`config.mk`:
```
export PLATFORM = sky130hd
export DESIGN_NAME = mem_burst_ctrl_flat
export DESIGN_NICKNAME = d
export VERILOG_FILES = /design/src/rtl/mem_burst_pkg.sv /design/src/rtl/mem_burst_if.sv /design/src/rtl/mem_burst_addr_gen.sv /design/src/rtl/mem_burst_ctrl.sv /design/src/flat_wrapper.sv
export SDC_FILE = /design/constraint.sdc
export NUM_CORES = 1
export LEC_CHECK = 0
export CAP_MARGIN = 10
export CORE_ASPECT_RATIO = 1.5
export CORE_UTILIZATION = 38
export CTS_CLUSTER_SIZE = 16
export DETAILED_ROUTE_END_ITERATION = 16
export HOLD_SLACK_MARGIN = 0.15
export PLACE_DENSITY = 0.89
export SETUP_SLACK_MARGIN = 0.02
export SLEW_MARGIN = 0
export SYNTH_ARGS = -nofsm -noshare
export SYNTH_HDL_FRONTEND = slang
export SYNTH_SLANG_ARGS = --single-unit
```
`constraint.sdc`:
```
create_clock -name clk -period 2.5 [get_ports clk]
set_clock_uncertainty 0.2 [all_clocks]
set_input_delay 0.5 -clock clk [delete_from_list [all_inputs] [get_ports clk]]
set_output_delay 0.5 -clock clk [all_outputs]
set_load 0.05 [all_outputs]
```
`src/rtl/mem_burst_pkg.sv`:
```
// Shared widths, FSM state encoding and op codes for the memory burst sequencer.
package mem_burst_pkg;

  localparam int ADDR_W = 4;
  localparam int DATA_W = 8;
  localparam int LEN_W  = 4;

  typedef enum logic [1:0] {
    IDLE  = 2'd0,
    WRITE = 2'd1,
    READ  = 2'd2
  } state_e;

  // Same encoding as the memory rw pin
  localparam logic OP_READ  = 1'b1;
  localparam logic OP_WRITE = 1'b0;

  function automatic logic [15:0] sat_inc16(input logic [15:0] v);
    return (v == 16'hFFFF) ? v : v + 16'd1;
  endfunction

endpackage

```
`src/rtl/mem_burst_if.sv`:
```
// Client command/data handshakes plus memory-side pins of the burst sequencer.
// MEM_BURST_STATS_EN adds the beat counters to the bundle.
interface mem_burst_if
  import mem_burst_pkg::*;
#(
  parameter int ADDR_W = mem_burst_pkg::ADDR_W,
  parameter int DATA_W = mem_burst_pkg::DATA_W,
  parameter int LEN_W  = mem_burst_pkg::LEN_W
);

  // Every channel transfers on a clk edge where valid & ready are both high.
  // valid must not depend on ready; ready may depend on valid.
  logic              cmd_valid;
  logic              cmd_ready;
  logic              cmd_rw;
  logic [ADDR_W-1:0] cmd_addr;
  logic [LEN_W-1:0]  cmd_len;
  logic              wr_valid;
  logic              wr_ready;
  logic [DATA_W-1:0] wr_data;
  logic              rd_valid;
  logic              rd_ready;
  logic [DATA_W-1:0] rd_data;
  logic              busy;
  logic              mem_rw;
  logic [ADDR_W-1:0] mem_addr;
  logic [DATA_W-1:0] mem_data_in;
  logic [DATA_W-1:0] mem_data_out;
  logic              mem_data_valid;
`ifdef MEM_BURST_STATS_EN
  logic [15:0]       wr_beat_cnt;
  logic [15:0]       rd_beat_cnt;

  modport slave (
    input  cmd_valid, cmd_rw, cmd_addr, cmd_len, wr_valid, wr_data, rd_ready,
           mem_data_out, mem_data_valid,
    output cmd_ready, wr_ready, rd_valid, rd_data, busy, mem_rw, mem_addr,
           mem_data_in, wr_beat_cnt, rd_beat_cnt
  );

  modport master (
    output cmd_valid, cmd_rw, cmd_addr, cmd_len, wr_valid, wr_data, rd_ready,
           mem_data_out, mem_data_valid,
    input  cmd_ready, wr_ready, rd_valid, rd_data, busy, mem_rw, mem_addr,
           mem_data_in, wr_beat_cnt, rd_beat_cnt
  );
`else
  modport slave (
    input  cmd_valid, cmd_rw, cmd_addr, cmd_len, wr_valid, wr_data, rd_ready,
           mem_data_out, mem_data_valid,
    output cmd_ready, wr_ready, rd_valid, rd_data, busy, mem_rw, mem_addr,
           mem_data_in
  );

  modport master (
    output cmd_valid, cmd_rw, cmd_addr, cmd_len, wr_valid, wr_data, rd_ready,
           mem_data_out, mem_data_valid,
    input  cmd_ready, wr_ready, rd_valid, rd_data, busy, mem_rw, mem_addr,
           mem_data_in
  );
`endif

endinterface

```
`src/rtl/mem_burst_addr_gen.sv`:
```
// Burst address walker: loads start/length, steps with wrap at 2^ADDR_W,
// flags the final beat.
module mem_burst_addr_gen
  import mem_burst_pkg::*;
#(
  parameter int ADDR_W = mem_burst_pkg::ADDR_W,
  parameter int LEN_W  = mem_burst_pkg::LEN_W
) (
  input  logic              clk,
  input  logic              rst_n,
  input  logic              load_i,
  input  logic [ADDR_W-1:0] start_i,
  input  logic [LEN_W-1:0]  len_i,
  input  logic              step_i,
  output logic [ADDR_W-1:0] cur_addr_o,
  output logic              last_o
);

  logic [ADDR_W-1:0] cur_addr_q, cur_addr_d;
  logic [LEN_W-1:0]  remaining_q, remaining_d;

  always_comb begin
    cur_addr_d  = cur_addr_q;
    remaining_d = remaining_q;
    if (load_i) begin
      cur_addr_d  = start_i;
      remaining_d = len_i;
    end else if (step_i) begin
      cur_addr_d = cur_addr_q + ADDR_W'(1);
      // Parks at zero after the last beat instead of wrapping round
      if (remaining_q != '0) begin
        remaining_d = remaining_q - LEN_W'(1);
      end
    end
  end

  always_ff @(posedge clk or negedge rst_n) begin
    if (!rst_n) begin
      cur_addr_q  <= '0;
      remaining_q <= '0;
    end else begin
      cur_addr_q  <= cur_addr_d;
      remaining_q <= remaining_d;
    end
  end

  assign cur_addr_o = cur_addr_q;
  assign last_o     = (remaining_q == '0);

endmodule

```
`src/rtl/mem_burst_ctrl.sv`:
```
// Burst sequencer in front of the 16x8 memory: one command per burst, streams
// write beats in or read beats out. MEM_BURST_STATS_EN adds beat counters.
module mem_burst_ctrl
  import mem_burst_pkg::*;
#(
  parameter int ADDR_W = mem_burst_pkg::ADDR_W,
  parameter int DATA_W = mem_burst_pkg::DATA_W,
  parameter int LEN_W  = mem_burst_pkg::LEN_W
) (
  input  logic        clk,
  input  logic        rst_n,
  mem_burst_if.slave  bus,
  output state_e      dbg_state_o
);

  state_e            state_q;
  logic              rd_valid_q;
  logic [DATA_W-1:0] rd_data_q;
  logic [ADDR_W-1:0] cur_addr;
  logic              last;
  logic              cmd_fire;
  logic              wr_fire;
  logic              rd_cap;

  assign cmd_fire = (state_q == IDLE) & ~rd_valid_q & bus.cmd_valid;
  assign wr_fire  = (state_q == WRITE) & bus.wr_valid;
  // Capture only when the output slot is empty or being drained this cycle
  assign rd_cap   = (state_q == READ) & (~rd_valid_q | bus.rd_ready)
                  & bus.mem_data_valid;

  mem_burst_addr_gen #(
    .ADDR_W (ADDR_W),
    .LEN_W  (LEN_W)
  ) u_addr_gen (
    .clk        (clk),
    .rst_n      (rst_n),
    .load_i     (cmd_fire),
    .start_i    (bus.cmd_addr),
    .len_i      (bus.cmd_len),
    .step_i     (wr_fire | rd_cap),
    .cur_addr_o (cur_addr),
    .last_o     (last)
  );

  always_ff @(posedge clk or negedge rst_n) begin
    if (!rst_n) begin
      state_q    <= IDLE;
      rd_valid_q <= 1'b0;
      rd_data_q  <= '0;
    end else begin
      case (state_q)
        IDLE: begin
          if (cmd_fire) begin
            state_q <= (bus.cmd_rw == OP_WRITE) ? WRITE : READ;
          end
        end
        WRITE: begin
          if (wr_fire && last) begin
            state_q <= IDLE;
          end
        end
        READ: begin
          if (rd_cap && last) begin
            state_q <= IDLE;
          end
        end
        default: state_q <= IDLE;
      endcase

      if (rd_cap) begin
        rd_valid_q <= 1'b1;
        rd_data_q  <= bus.mem_data_out;
      end else if (bus.rd_ready) begin
        rd_valid_q <= 1'b0;
      end
    end
  end

  assign bus.cmd_ready   = (state_q == IDLE) & ~rd_valid_q;
  assign bus.wr_ready    = (state_q == WRITE);
  assign bus.rd_valid    = rd_valid_q;
  assign bus.rd_data     = rd_data_q;
  assign bus.busy        = (state_q != IDLE) | rd_valid_q;
  // The memory commits on the same edge as the write handshake
  assign bus.mem_rw      = wr_fire ? OP_WRITE : OP_READ;
  assign bus.mem_addr    = cur_addr;
  assign bus.mem_data_in = (state_q == WRITE) ? bus.wr_data : '0;
  assign dbg_state_o     = state_q;

`ifdef MEM_BURST_STATS_EN
  logic [15:0] wr_beat_cnt_q;
  logic [15:0] rd_beat_cnt_q;

  always_ff @(posedge clk or negedge rst_n) begin
    if (!rst_n) begin
      wr_beat_cnt_q <= '0;
      rd_beat_cnt_q <= '0;
    end else begin
      if (wr_fire) begin
        wr_beat_cnt_q <= sat_inc16(wr_beat_cnt_q);
      end
      if (rd_valid_q && bus.rd_ready) begin
        rd_beat_cnt_q <= sat_inc16(rd_beat_cnt_q);
      end
    end
  end

  assign bus.wr_beat_cnt = wr_beat_cnt_q;
  assign bus.rd_beat_cnt = rd_beat_cnt_q;
`endif

endmodule
```
`src/flat_wrapper.sv`:
```
// flat-port wrapper written by rule: the top's interface ports become plain ports
module mem_burst_ctrl_flat import mem_burst_pkg::*;
#(
  parameter int ADDR_W = mem_burst_pkg::ADDR_W,
  parameter int DATA_W = mem_burst_pkg::DATA_W,
  parameter int LEN_W  = mem_burst_pkg::LEN_W
)
  (clk, rst_n, dbg_state_o, bus_cmd_valid, bus_cmd_rw, bus_cmd_addr, bus_cmd_len, bus_wr_valid, bus_wr_data, bus_rd_ready, bus_mem_data_out, bus_mem_data_valid, bus_cmd_ready, bus_wr_ready, bus_rd_valid, bus_rd_data, bus_busy, bus_mem_rw, bus_mem_addr, bus_mem_data_in);
  mem_burst_if #(.ADDR_W(ADDR_W), .DATA_W(DATA_W), .LEN_W(LEN_W)) bus_i ();
  input  logic clk;
  input  logic rst_n;
  output state_e dbg_state_o;
  input wire logic [$bits(bus_i.cmd_valid)-1:0] bus_cmd_valid;
  input wire logic [$bits(bus_i.cmd_rw)-1:0] bus_cmd_rw;
  input wire logic [$bits(bus_i.cmd_addr)-1:0] bus_cmd_addr;
  input wire logic [$bits(bus_i.cmd_len)-1:0] bus_cmd_len;
  input wire logic [$bits(bus_i.wr_valid)-1:0] bus_wr_valid;
  input wire logic [$bits(bus_i.wr_data)-1:0] bus_wr_data;
  input wire logic [$bits(bus_i.rd_ready)-1:0] bus_rd_ready;
  input wire logic [$bits(bus_i.mem_data_out)-1:0] bus_mem_data_out;
  input wire logic [$bits(bus_i.mem_data_valid)-1:0] bus_mem_data_valid;
  output wire logic [$bits(bus_i.cmd_ready)-1:0] bus_cmd_ready;
  output wire logic [$bits(bus_i.wr_ready)-1:0] bus_wr_ready;
  output wire logic [$bits(bus_i.rd_valid)-1:0] bus_rd_valid;
  output wire logic [$bits(bus_i.rd_data)-1:0] bus_rd_data;
  output wire logic [$bits(bus_i.busy)-1:0] bus_busy;
  output wire logic [$bits(bus_i.mem_rw)-1:0] bus_mem_rw;
  output wire logic [$bits(bus_i.mem_addr)-1:0] bus_mem_addr;
  output wire logic [$bits(bus_i.mem_data_in)-1:0] bus_mem_data_in;
  assign bus_i.cmd_valid = bus_cmd_valid;
  assign bus_i.cmd_rw = bus_cmd_rw;
  assign bus_i.cmd_addr = bus_cmd_addr;
  assign bus_i.cmd_len = bus_cmd_len;
  assign bus_i.wr_valid = bus_wr_valid;
  assign bus_i.wr_data = bus_wr_data;
  assign bus_i.rd_ready = bus_rd_ready;
  assign bus_i.mem_data_out = bus_mem_data_out;
  assign bus_i.mem_data_valid = bus_mem_data_valid;
  assign bus_cmd_ready = bus_i.cmd_ready;
  assign bus_wr_ready = bus_i.wr_ready;
  assign bus_rd_valid = bus_i.rd_valid;
  assign bus_rd_data = bus_i.rd_data;
  assign bus_busy = bus_i.busy;
  assign bus_mem_rw = bus_i.mem_rw;
  assign bus_mem_addr = bus_i.mem_addr;
  assign bus_mem_data_in = bus_i.mem_data_in;
  mem_burst_ctrl #(.ADDR_W(ADDR_W), .DATA_W(DATA_W), .LEN_W(LEN_W)) u_core (.clk(clk), .rst_n(rst_n), .bus(bus_i), .dbg_state_o(dbg_state_o));
endmodule
```
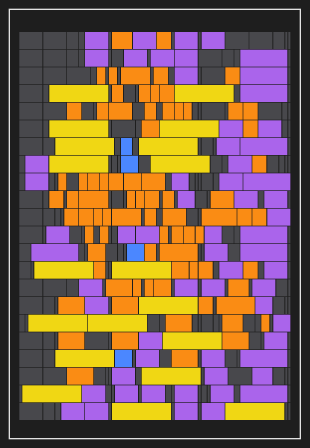
Figure 1: run 1, placed cells, one color a class.
Fill, decap, tap and diode cells in gray.
orange -> all other logic  # cells 79, share of their area 31%
purple -> other buffers and delay cells  # cells 61, share of their area 40%
yellow -> flip-flops  # cells 19, share of their area 27%
blue -> clock drivers and dummy loads  # cells 4, share of their area 1.6%
final cell utilization of the core: 0.715
flop share of the area: 0.265
row count: 22

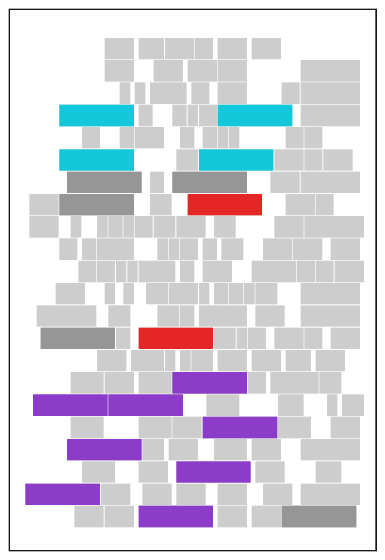
Figure 2: run 1, sequential cells grouped by signal name.
Other sequential cells in the stronger gray, the rest of the logic in the fainter gray.
cyan -> u_core.u_addr_gen.cur_addr_o  # placed flops 4
red -> u_core.dbg_state_o  # placed flops 2
purple -> u_core.bus.rd_data  # placed flops 8
power in sequential cells: 0.600 mW
FF/Latch Area: 475 um^2

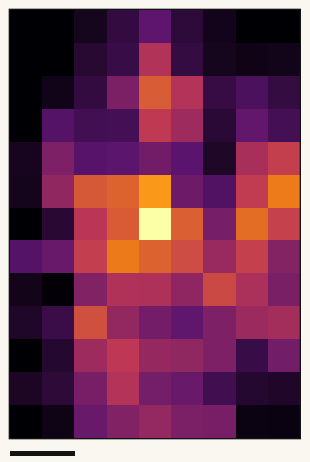
Figure 3: run 1, wiring heat map.
Bar = 10 um. The die is cut into 9 by 13 equal tiles; black is low, pale yellow is high, scaled to the fullest tile. Values are wire area over tile area, all layers added.
nearly empty tiles = 10%
densest ninth of the die = center
tiles over half the peak = 18%
fullest tile = 0.54
emptiest ninth of the die = north-west
mean over tiles = 0.15
average wire per cell in the routed design: 14.2 um
Total Wirelength: 2.82 mm
via count: 1010
combined global-route utilization of all metal layers: 0.214

==> results.tsv, run 1 <==
stage	metric	value	unit
outcome	status	finished clean	
grt	grt_start_max_net_pins	20	
clock_network	cts_tree	yes	
yosys	asyncSetResetFlopFracSynth	1.00	
min_path	worst_min_delay_path_endpoint	u_core.bus.rd_data[5]	
grt	grt-busiest-layer	met2	
timing	min_clock_period_post_route	2340	ps
final_layout	syn2layout_area_growth	73.2	%
yosys	synth.net_count	136	
floorplan	chipArea	0.00294	mm^2
final_layout	final_area	0.00179	mm^2
final_layout	fill_cells	180	
yosys	postSynth.topFlopCell	sky130_fd_sc_hd__dfrtp_1	
final_layout	finalNonFillerCells	199	
grt	grt_first_pass_wirelength	4.57	mm
floorplan	die.size.y	65.9	um
clock_network	clock_sink_count	19	
clock_network	clk_transition_reported_paths	120	ps
clock_network	root_buffer	sky130_fd_sc_hd__clkbuf_4	
timing	layout_setup_ws	158	ps
grt	grt_antenna_before_repair	0	
setup_path	crit_path_cell_trace	clkdlybuf4s50_1	
timing	grt_setup_unrepaired	no	
yosys	synth_dominant_cell_count	sky130_fd_sc_hd__dfrtp_1	
timing	worst_slew_margin_rel	0.463	
setup_path	timing.reg2reg.worst_path_depth	4	
timing	clock.fmax	427	MHz
grt	met3_use_gr	0.0137	
job	stage_log_warnings	27	
yosys	post_synth_instance_area	0.00103	mm^2
placement	pre_cts_ws	192	ps
route	route.detailed.drc	0	
timing	fin_setup_tns	0	ps
min_path	hold_class	register to register	
yosys	top_cells_by_count	sky130_fd_sc_hd__dfrtp_1, sky130_fd_sc_hd__and2_1, sky130_fd_sc_hd__nor2_1, sky130_fd_sc_hd__nand2_1, sky130_fd_sc_hd__a21oi_1	
route	drtAntennaViolNets	0	
yosys	synth_chip_area	0.00103	mm^2
setup_path	critical-path-max-stage-delay	840	ps
yosys	yosys.cell_types.count	33	
pwr	power_density	1410	mW/mm^2
setup_path	critical_path.max_fanout	5	
grt	globalRoute.totalOverflow	0	
placement	post-place-cells	195	
timing	fin_crit_sh	0.937	
route	vias_per_cell	5.08	
grt	grt_use_met1	0.234	
setup_path	critical_path.slowest_cell	sky130_fd_sc_hd__clkdlybuf4s50_1	
timing	finalHoldViolations	0	
yosys	edf_count	0	
setup_path	timing.setup.critical_path_class	register to output port	
final_layout	post_route_cells_drive_above_1_share	0.184	
timing	slew_viol_final	0	
yosys	synth_area_leader_cell	sky130_fd_sc_hd__dfrtp_1	
placement	detailed_place_hpwl	2.31	mm
yosys	synth-cells-yosys	102	
setup_path	cp_data_required_time	1800	ps
setup_path	r2r_setup_slack	450	ps
pwr	power.ir.vdd_worst	0.875	mV
yosys	ys_warn_count	0	
setup_path	crit_arrival	1640	ps
yosys	post_synth_main_area_contributors	sky130_fd_sc_hd__dfrtp_1, sky130_fd_sc_hd__mux2_2, sky130_fd_sc_hd__and2_1	
route	drtPass1Iterations	4	
final_layout	layout.nets	198	
route	detail_route.iter0.violations	18	
grt	first_global_vias	1015	
yosys	proportion_of_synthesized_chip_area_in_sequential_cells	0.459	
min_path	hp-start	u_core.bus.rd_data[5]	
clock_network	cts-buffers-inserted	3	
yosys	synth_cells	102	
yosys	postSynthRegisterBits	19	
min_path	timing.hold.worst_path_depth	1	
placement	place.gp.congestion	0.776	
setup_path	cell_type_group_with_the_largest_total_delay_on_the_critical_path	buffers and inverters	
pwr	leakage	0.763	nW
job	drv.max_cap_violation_count	0	
clock_network	buffer_levels_on_the_longest_clock_path	2	
setup_path	worstSetupStartpointType	register	
floorplan	die_width	44.6	um
clock_network	h_tree_depth	1	
placement	dpl_cell_area	0.00176	mm^2
placement	numPortBuffers	57	
floorplan	io_pins	58	
final_layout	num_antenna_cells	0	
clock_network	cts_post_setup_buffers_inserted	0	
floorplan	placeableCoreArea	0.00250	mm^2
setup_path	setup.worst_path.start	u_core.bus.rd_valid	
setup_path	worstSetupPathDepth	1	
timing	actual_transition_at_the_worst_max_transition_pin	804	ps
floorplan	fp_util	0.413	
final_layout	logic_cell_area	531	um^2
timing	report.final.setup_viol	0	
setup_path	critPathCaptureType	output port	
yosys	post_synth.cell_area_avg	10.1	um^2
setup_path	critPathBufInv	1	
yosys	area_fraction_of_the_dominant_cell_type_after_synthesis	0.459	
clock_network	insertion_delay_to_the_later_sink_of_the_worst_skew_pair	310	ps
setup_path	reg2reg_to	u_core.u_addr_gen.remaining_q[3]	
setup_path	worstReg2RegStart	u_core.dbg_state_o[0]	
[run 1: report_power, final]
part / switching [mW] / internal [mW]
registers: 0.138 / 0.462
clock network: 0.0967 / 0.0598
logic: 1.07 / 0.694
total: 1.30 / 1.22
[run 1: cell type report]
type	instances	area share
multi-input combinational	74	0.296
timing repair buffer	61	0.388
clock inverter	1	0.00279
clock buffer	3	0.0126
tap	36	0.0251
sequential	19	0.265
inverter	5	0.0105
[run 1: worst max path at each step]
stage,endpoint,slack [ps]
6_report,bus_rd_valid,160
5_1_grt,bus_rd_valid,90
4_1_cts,bus_mem_rw,80
3_5_place_dp,u_core.u_addr_gen.remaining_q[3],190
3_3_place_gp,u_core.u_addr_gen.remaining_q[3],270
2_1_floorplan,u_core.u_addr_gen.remaining_q[2],80
[run 1: repair_timing]
action | in CTS | in global routing
cloned | 0 | 0
hold buffers | 0 | 0
gates resized | 1 | 1
pin swaps | 0 | 0
endpoints found under the setup margin | 1 | 9
[run 1: worst register-to-register path, delay by kind of cell, from the launching register on]
| kind | cells | cell delay [ps] |
|---|---|---|
| AOI/OAI and AO/OA | 2 | 750 |
| and+or+nand+nor | 2 | 450 |
| DFF | 1 | 520 |
[run 1: per-layer routing]
layer,up-vias,part of all wire
met3,7,0.056
met2,39,0.55
li1,484,-
met5,-,0
met4,0,0.027
met1,480,0.36
[run 1: layout by cell type, fill, tap and decap left out, types with 5 or more instances in the layout]
cell                              synthesis  routed
sky130_fd_sc_hd__clkdlybuf4s50_1          0      44
sky130_fd_sc_hd__nor2_1                   8       8
sky130_fd_sc_hd__mux2_2                   5       5
sky130_fd_sc_hd__and2_1                   8       8
sky130_fd_sc_hd__a21oi_1                  6       6
sky130_fd_sc_hd__or3_1                    5       5
sky130_fd_sc_hd__buf_4                    1       6
sky130_fd_sc_hd__nand2_1                  7       7
sky130_fd_sc_hd__dfrtp_1                 19      19
sky130_fd_sc_hd__inv_1                    5       5
sky130_fd_sc_hd__buf_12                   0      10
[run 1: stage by stage]
step | hold slack (ps) | power [mW]
floorplan | 4.41 | 1.72
global placement | 270 | 2.31
detailed placement | 286 | 2.38
CTS | 316 | 2.53
global route | 339 | 2.66
finish | 307 | 2.52
[run 1: sequential cells by signal (all words and copies together) (netlist names)]
signal and cells:
u_core.bus.rd_data 8, u_core.dbg_state_o 2, u_core.u_addr_gen.cur_addr_o 4, u_core.bus.rd_valid 1
u_core.u_addr_gen.remaining_q 4
[run 1: cell families (layout without fill, tap and decap cells)]
family,Yosys count,count (layout),synth area share
AOI/OAI and AO/OA,20,20,0.137
muxes,9,9,0.0967
adders and majority gates,3,3,0.0363
DFF,19,19,0.459
xor gates and xnor gates,1,1,0.00847
and+or+nand+nor,41,41,0.223
buffers and inverters,9,70,0.0399
Figure 4. Signal wires by layer (run 1).
Bar = 10 um. Only two layers are drawn.
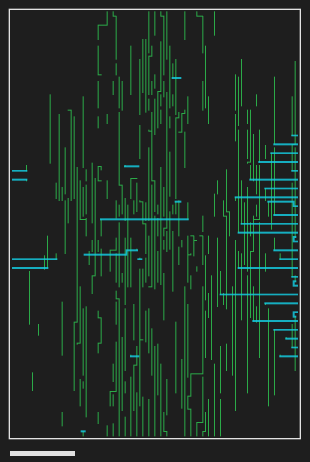

==> run 1 -> run 2 <==
Settings changed: ABC_AREA set to 1, CAP_MARGIN 10 to 20, CORE_UTILIZATION 38 to 40.
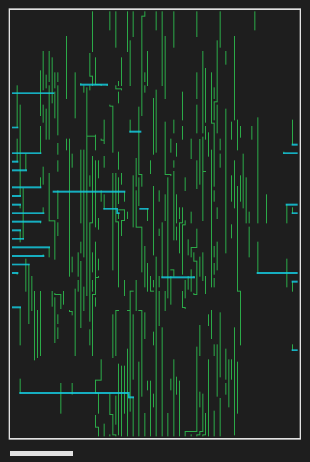
Figure 5: run 2, signal wires by layer.
Bar = 10 um. Only two layers are drawn.
green -> met2  # wire length 1530 um
cyan -> met3  # wire length 105 um
combined global-route utilization of all metal layers: 0.213
via count: 1198
Total Wirelength: 2.80 mm
average wire per cell in the routed design: 10.6 um

==> run 2 against run 1 <==
- clock power increased by 34%
- final area increased by 8.0%
- total power increased by 0.64%
- core utilization about the same
- via count increased by 19%
- maximum frequency increased by 1.6%
- wire length decreased by 0.57%
==> results.tsv, run 2 <==
stage	metric	value	unit	change
min_path	timing.hold.worst_path_depth	2		+1
pwr	power_density	1310	mW/mm^2	-6.8%
timing	slew_viol_final	0		unchanged
setup_path	cell_type_group_with_the_largest_total_delay_on_the_critical_path	buffers and inverters		
clock_network	h_tree_depth	1		unchanged
clock_network	cts_post_setup_buffers_inserted	0		unchanged
grt	grt_first_pass_wirelength	4.95	mm	+8.2%
timing	hold_slack	277	ps	-30.4 ps
job	drv.max_cap_violation_count	0		unchanged
clock_network	root_buffer	sky130_fd_sc_hd__clkbuf_8		
grt	grt_antenna_before_repair	0		unchanged
setup_path	worstReg2RegStart	u_core.dbg_state_o[1]		
placement	numPortBuffers	57		unchanged
yosys	edf_count	0		unchanged
final_layout	layout.cells.most_common_list	sky130_fd_sc_hd__nand2_1, sky130_fd_sc_hd__clkdlybuf4s50_1, sky130_fd_sc_hd__inv_1		
timing	min_clock_period_post_route	2310	ps	-37.0 ps
setup_path	timing.setup.critical_path_class	register to output port		
yosys	proportion_of_synthesized_chip_area_in_sequential_cells	0.410		-0.0496
placement	detailed_place_hpwl	2.21	mm	-4.6%
setup_path	reg2reg_to	u_core.u_addr_gen.remaining_q[3]		
yosys	post_synth_main_area_contributors	sky130_fd_sc_hd__dfrtp_1, sky130_fd_sc_hd__nand2_1, sky130_fd_sc_hd__inv_1		
grt	globalRoute.totalOverflow	0		unchanged
route	drtPass1Iterations	4		unchanged
timing	fin_crit_sh	0.922		-0.0148
yosys	synth.net_count	201		+48%
route	drtAntennaViolNets	0		unchanged
min_path	hp-start	u_core.u_addr_gen.remaining_q[0]		
final_layout	fill_cells	224		+24%
timing	finalHoldViolations	0		unchanged
floorplan	chipArea	0.00312	mm^2	+6.2%
setup_path	crit_path_cell_trace	clkdlybuf4s50_1		
clock_network	clock_sink_count	19		unchanged
yosys	postSynthRegisterBits	19		unchanged
final_layout	fin_util	0.716		about the same
yosys	postSynth.topFlopCell	sky130_fd_sc_hd__dfrtp_1		
pwr	leakage	0.989	nW	+30%
yosys	post_synth_instance_area	0.00116	mm^2	+12%
placement	place.gp.congestion	0.837		+8.0%
pwr	power.ir.vdd_worst	0.988	mV	+13%
route	vias_per_cell	4.52		-11%
floorplan	row_count	23		+4.5%
setup_path	critPathCaptureType	output port		
final_layout	largest_reg_flops	8		unchanged
grt	first_global_vias	1196		+18%
route	detail_route.iter0.violations	35		+17
final_layout	post_route_cells_drive_above_1_share	0.167		-0.0174
setup_path	r2r_setup_slack	860	ps	+410 ps
floorplan	fp_util	0.429		+0.0157
setup_path	critical_path.max_fanout	5		unchanged
yosys	yosys.cell_types.count	17		-48%
clock_network	cts_tree	yes		
setup_path	timing.reg2reg.worst_path_depth	7		+3
timing	grt_setup_unrepaired	no		
floorplan	die_width	46.0	um	+3.0%
min_path	worst_min_delay_path_endpoint	u_core.u_addr_gen.remaining_q[0]		
final_layout	logic_cell_area	612	um^2	+15%
final_layout	lay_top_count	sky130_fd_sc_hd__nand2_1		
yosys	area_fraction_of_the_dominant_cell_type_after_synthesis	0.410		-0.0496
timing	worst_slew_margin_rel	0.662		+0.200
setup_path	critical-path-max-stage-delay	860	ps	+20 ps
yosys	synth_dominant_cell_count	sky130_fd_sc_hd__nand2_1		
clock_network	clk_transition_reported_paths	70	ps	-50 ps
pwr	fin_total_pwr	2.54	mW	+0.64%
final_layout	ff_latch_area	477	um^2	+0.26%
yosys	synth_area_leader_cell	sky130_fd_sc_hd__dfrtp_1		
timing	report.final.setup_viol	0		unchanged
setup_path	crit_arrival	1610	ps	-30 ps
clock_network	cts_resized	0		-1
yosys	asyncSetResetFlopFracSynth	1.00		unchanged
route	route.detailed.drc	0		unchanged
setup_path	cp_data_required_time	1800	ps	about the same
timing	fin_setup_tns	0	ps	unchanged
setup_path	critical_path.slowest_cell	sky130_fd_sc_hd__clkdlybuf4s50_1		
yosys	synth_cells	167		+64%
final_layout	layout.nets	263		+33%
setup_path	worstSetupStartpointType	register		
floorplan	placeableCoreArea	0.00271	mm^2	+8.0%
floorplan	die.size.y	68.0	um	+3.1%
yosys	post_synth.cell_area_avg	6.95	um^2	-32%
setup_path	critPathBufInv	1		unchanged
outcome	status	finished clean		
clock_network	buffer_levels_on_the_longest_clock_path	2		unchanged
grt	grt_start_max_net_pins	20		unchanged
clock_network	cts-buffers-inserted	3		unchanged
final_layout	num_antenna_cells	0		unchanged
timing	clock.fmax	434	MHz	+1.6%
floorplan	io_pins	58		unchanged
min_path	hold_class	register to register		
timing	actual_transition_at_the_worst_max_transition_pin	505	ps	-299 ps
[run 2: routing by layer]
layer / vias to the layer above / wire [um] / global-route usage
met1: 540 / 1140 / 0.260
met3: 4 / 105 / 0.0317
met2: 34 / 1530 / 0.379
li1: 620 / - / -
met4: 0 / 27 / 0.0588
met5: - / 0 / 0
[run 2: kinds of logic after synthesis]
logic type | synth area share
and+or+nand+nor | 0.442
buffers and inverters | 0.0906
DFF | 0.410
AOI/OAI and AO/OA | 0.0173
adders and majority gates | 0.0324
xor gates and xnor gates | 0.00755
[run 2: stage by stage]
step | cell area [um^2] | std cells | setup WS [ps]
5_1_grt | 1940 | 265 | 156
6_report | 1940 | 265 | 195
3_5_place_dp | 1890 | 261 | 474
2_1_floorplan | 1190 | 167 | 8.83
4_1_cts | 1940 | 265 | 196
3_3_place_gp | 1890 | 261 | 497
[run 2: power by group]
part / switching [mW] / total [mW] / internal (mW)
combinational: 1.14 / 1.74 / 0.608
clock: 0.101 / 0.211 / 0.111
sequential: 0.127 / 0.581 / 0.454
[run 2: how the worst max path moves through the flow]
| stage | from | end | slack, ps | cells after the start |
|---|---|---|---|---|
| final | u_core.dbg_state_o[1] | dbg_state_o[1] | 190 | 1 |
| after global routing | u_core.dbg_state_o[1] | dbg_state_o[1] | 160 | 1 |
| after CTS | u_core.dbg_state_o[1] | dbg_state_o[1] | 200 | 1 |
| after detailed placement | u_core.dbg_state_o[1] | dbg_state_o[1] | 470 | 1 |
| after global placement | u_core.dbg_state_o[1] | dbg_state_o[1] | 500 | 1 |
| after floorplan | u_core.dbg_state_o[1] | bus_mem_data_in[0] | 9 | 3 |
[run 2: layout make-up]
class / instances / share of cell area
inverter: 25 / 0.0485
tap: 37 / 0.0239
clock inverter: 1 / 0.00259
timing repair buffer: 58 / 0.341
sequential: 19 / 0.246
clock buffer: 3 / 0.0213
multi-input combinational: 122 / 0.316
Power figures rest on the tool's default switching activity, not on a simulated workload.
